==> src/rtl/present_dec_key_sched.sv <==
// PRESENT-80 decryption key schedule: expands the master key forward to the final state,
// then walks it back with the inverse update, streaming round keys K32 down to K1.
module present_dec_key_sched (
   input  logic        clk,
   input  logic        rst_n,
   input  logic [79:0] key_in,
   input  logic        load,
   output logic        busy,
   output logic [63:0] rk_out,
   output logic [4:0]  rk_idx,
   output logic        rk_valid,
   input  logic        rk_ready,
   output logic        done
);

   localparam logic [3:0] Sbox [16] = '{
      4'hC, 4'h5, 4'h6, 4'hB, 4'h9, 4'h0, 4'hA, 4'hD,
      4'h3, 4'hE, 4'hF, 4'h8, 4'h4, 4'h7, 4'h1, 4'h2
   };
   localparam logic [3:0] SboxInv [16] = '{
      4'h5, 4'hE, 4'hF, 4'h8, 4'hC, 4'h1, 4'h2, 4'hD,
      4'hB, 4'h4, 4'h6, 4'h3, 4'h0, 4'h7, 4'h9, 4'hA
   };

   typedef enum logic [1:0] {StIdle, StExpand, StEmit} state_e;

   state_e      state_q, state_d;
   logic [79:0] kr_q, kr_d;
   logic [4:0]  cnt_q, cnt_d;
   logic        done_q, done_d;
   logic        hs;

   function automatic logic [79:0] fwd_step(input logic [79:0] x, input logic [4:0] i);
      logic [79:0] r;
      r          = {x[18:0], x[79:19]};
      r[79:76]   = Sbox[r[79:76]];
      r[19:15]   = r[19:15] ^ i;
      return r;
   endfunction

   function automatic logic [79:0] inv_step(input logic [79:0] y, input logic [4:0] i);
      logic [79:0] t;
      t          = y;
      t[79:76]   = SboxInv[t[79:76]];
      t[19:15]   = t[19:15] ^ i;
      return {t[60:0], t[79:61]};
   endfunction

   assign hs = (state_q == StEmit) && rk_ready;

   always_ff @(posedge clk or negedge rst_n) begin
      if (!rst_n) begin
         state_q <= StIdle;
      end else begin
         state_q <= state_d;
      end
   end

   always_comb begin
      state_d = state_q;
      case (state_q)
         StIdle:   if (load) state_d = StExpand;
         StExpand: if (cnt_q == 5'd31) state_d = StEmit;
         StEmit:   if (hs && cnt_q == 5'd0) state_d = StIdle;
         default:  state_d = StIdle;
      endcase
   end

   // Invariant in StEmit: kr_q is the key state after forward update cnt_q.
   always_comb begin
      kr_d   = kr_q;
      cnt_d  = cnt_q;
      done_d = 1'b0;
      case (state_q)
         StIdle: begin
            if (load) begin
               kr_d  = key_in;
               cnt_d = 5'd1;
            end
         end
         StExpand: begin
            kr_d  = fwd_step(kr_q, cnt_q);
            cnt_d = (cnt_q == 5'd31) ? 5'd31 : cnt_q + 5'd1;
         end
         StEmit: begin
            if (hs) begin
               if (cnt_q != 5'd0) begin
                  kr_d  = inv_step(kr_q, cnt_q);
                  cnt_d = cnt_q - 5'd1;
               end else begin
                  done_d = 1'b1;
               end
            end
         end
         default: ;
      endcase
   end

   always_ff @(posedge clk or negedge rst_n) begin
      if (!rst_n) begin
         kr_q   <= '0;
         cnt_q  <= '0;
         done_q <= 1'b0;
      end else begin
         kr_q   <= kr_d;
         cnt_q  <= cnt_d;
         done_q <= done_d;
      end
   end

   always_comb begin
      busy     = (state_q != StIdle);
      rk_valid = (state_q == StEmit);
      rk_out   = kr_q[79:16];
      rk_idx   = cnt_q;
      done     = done_q;
   end

endmodule

==> config.mk <==
export PLATFORM = sky130hd
export DESIGN_NAME = present_dec_key_sched
export DESIGN_NICKNAME = d
export VERILOG_FILES = /design/src/rtl/present_dec_key_sched.sv
export SDC_FILE = /design/constraint.sdc
export NUM_CORES = 1
export LEC_CHECK = 0
export CAP_MARGIN = 20
export CORE_MARGIN = 1
export CORE_UTILIZATION = 30
export CTS_CLUSTER_SIZE = 16
export DETAILED_ROUTE_END_ITERATION = 10
export RECOVER_POWER = 25
export SYNTH_ARGS = -nofsm -noshare
export SYNTH_HDL_FRONTEND = slang
export SYNTH_SLANG_ARGS = --single-unit
==> constraint.sdc <==
create_clock -name clk -period 2.57 [get_ports clk]
set_input_delay 0.514 -clock clk [delete_from_list [all_inputs] [get_ports clk]]
set_output_delay 0.514 -clock clk [all_outputs]
set_load 0.01 [all_outputs]
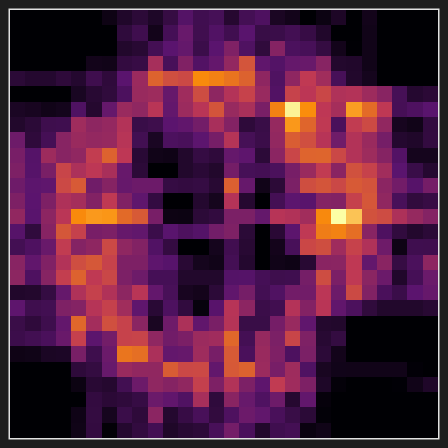
(routed metal per tile)
The die is cut into 28 by 28 equal tiles; black is low, pale yellow is high, scaled to the fullest tile. Values are wire area over tile area, all layers added.
emptiest ninth of the die: south-east
tiles over half the peak: 13%
fullest tile: 0.59
mean over tiles: 0.14
nearly empty tiles: 17%

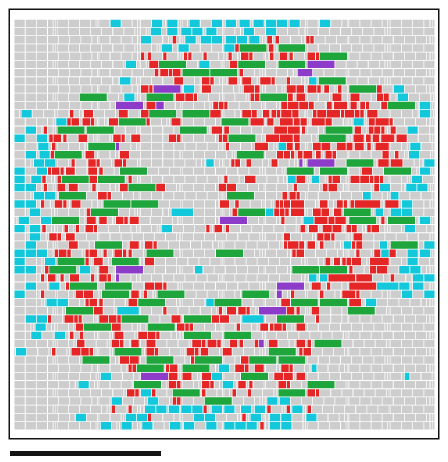
(placed cells, one colour a class)
The bar under the picture is 50 um long. Fill, decap, tap and diode cells in grey.
[red] all other logic | cells: 454
[green] flip-flops | cells: 88
[cyan] other buffers and delay cells | cells: 176
[purple] clock drivers and dummy loads | cells: 16
# rows: 50
Core ar.: 19,000 um^2
sequential cell area share: 29.5%
final core utilization: 39.3%
design area: 7450 um^2

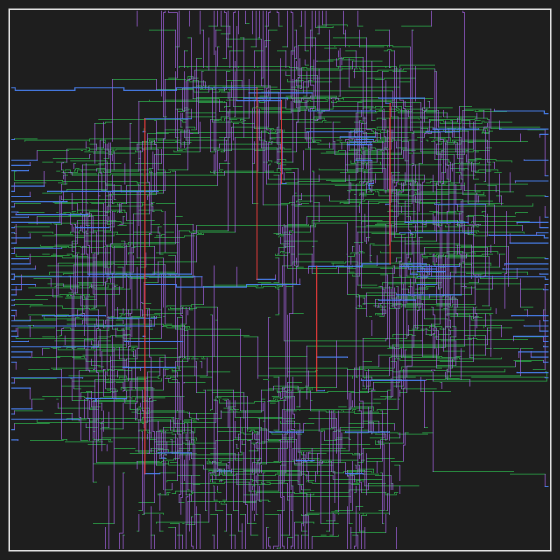
(metal layers overlaid)
[green] met1 | wire length: 8,380 um
[purple] met2 | wire length: 8,500 um
[red] met4 | wire length: 240 um
[blue] met3 | wire length: 1,130 um
WL/cell: 18.4 um
final WL: 18.3 mm

==> Slide: Implementation Results <==
Synthesis and Place & Route Summary

Setup path
  – Crit path DRT: 2.06 ns
  – CP max stage cell: clkdlybuf4s50_1
  – Worst path depth: 3
  – R2R Setup Slk: around 0.39 ns
  – Cell Chain, Critical Path: inv_1 > ha_4 > clkdlybuf4s50_1

Synthesis
  – Flip-flops with a built-in enable: 0
  – Xor+xnor area frac: 1.79%
  – Synth top cell by count: nand2_1
  – Unique cell types: 41
  – Synth Cell Area: a little under 6000 um^2
  – Simple-gate area share of the yosys netlist: 14.5%
  – Mapped Nets: just under 800
  – AND-OR/OR-AND Cells, Area Fraction: 26.1%
  – Synth Flop Type: dfrtp_1
  – Synth warn: 0

Floorplan
  – Num tapcells: 260
  – Width of the die: 142 um
  – Die footprint: 20,100 um^2

Routing
  – # DRC: 0
  – Uppermost layer routed: met4
  – DRT iter0 DRCs: about 380
  – Post-route ant nets: 0
  – Total number of vias: 5,274

Final timing
  – Period utilization: 92.8%
  – Total Neg Setup Slack: 0 ns
  – Fmax: 419 MHz
  – Max transition margin: 19.6%
  – Min cycle time layout: ~2.4 ns
  – Hold_ws: a little over 0.3 ns

Finish
  – Biggest register: kr_q
  – Final clock-cell share: 3.59%
  – Most frequent cells in the layout: 154 x clkdlybuf4s50_1, 92 x nand2_1, 88 x dfrtp_1, 74 x nor2_1, 71 x o31ai_1
  – Most numerous logic cell after layout: clkdlybuf4s50_1
  – Signal inverters: 13
  – Buffering overhead: 23.5%

Clocking
  – Hold_buf cts: 0
  – Clk slew on worst S/H paths: roughly 0.060 ns
  – Cts bufs inserted: 9

Placed design
  – Post-DP HPWL: 12.8 mm
  – Placed inst area: approximately 7200 um^2

Power and ir drop
  – Int Pwr: 5290 uW
  – PD cells: 1290 nW/um^2
  – Flop+latch power: 3010 uW
  – Part of the power in registers: 31.4%
  – Leak Pwr: 0.00300 uW
  – Clk. pwr: 1250 uW

Global routing
  – First-pass GRT wire length: roughly 29 mm
  – Total track usage: 18.5%
  – Pin count of the biggest net entering global routing: 59

Job
  – Number of max-cap violations: 0

Run status
  – Status: completed

Worst hold path
  – Min-delay worst type: in2async
Power is estimated from default activity; no workload was simulated.
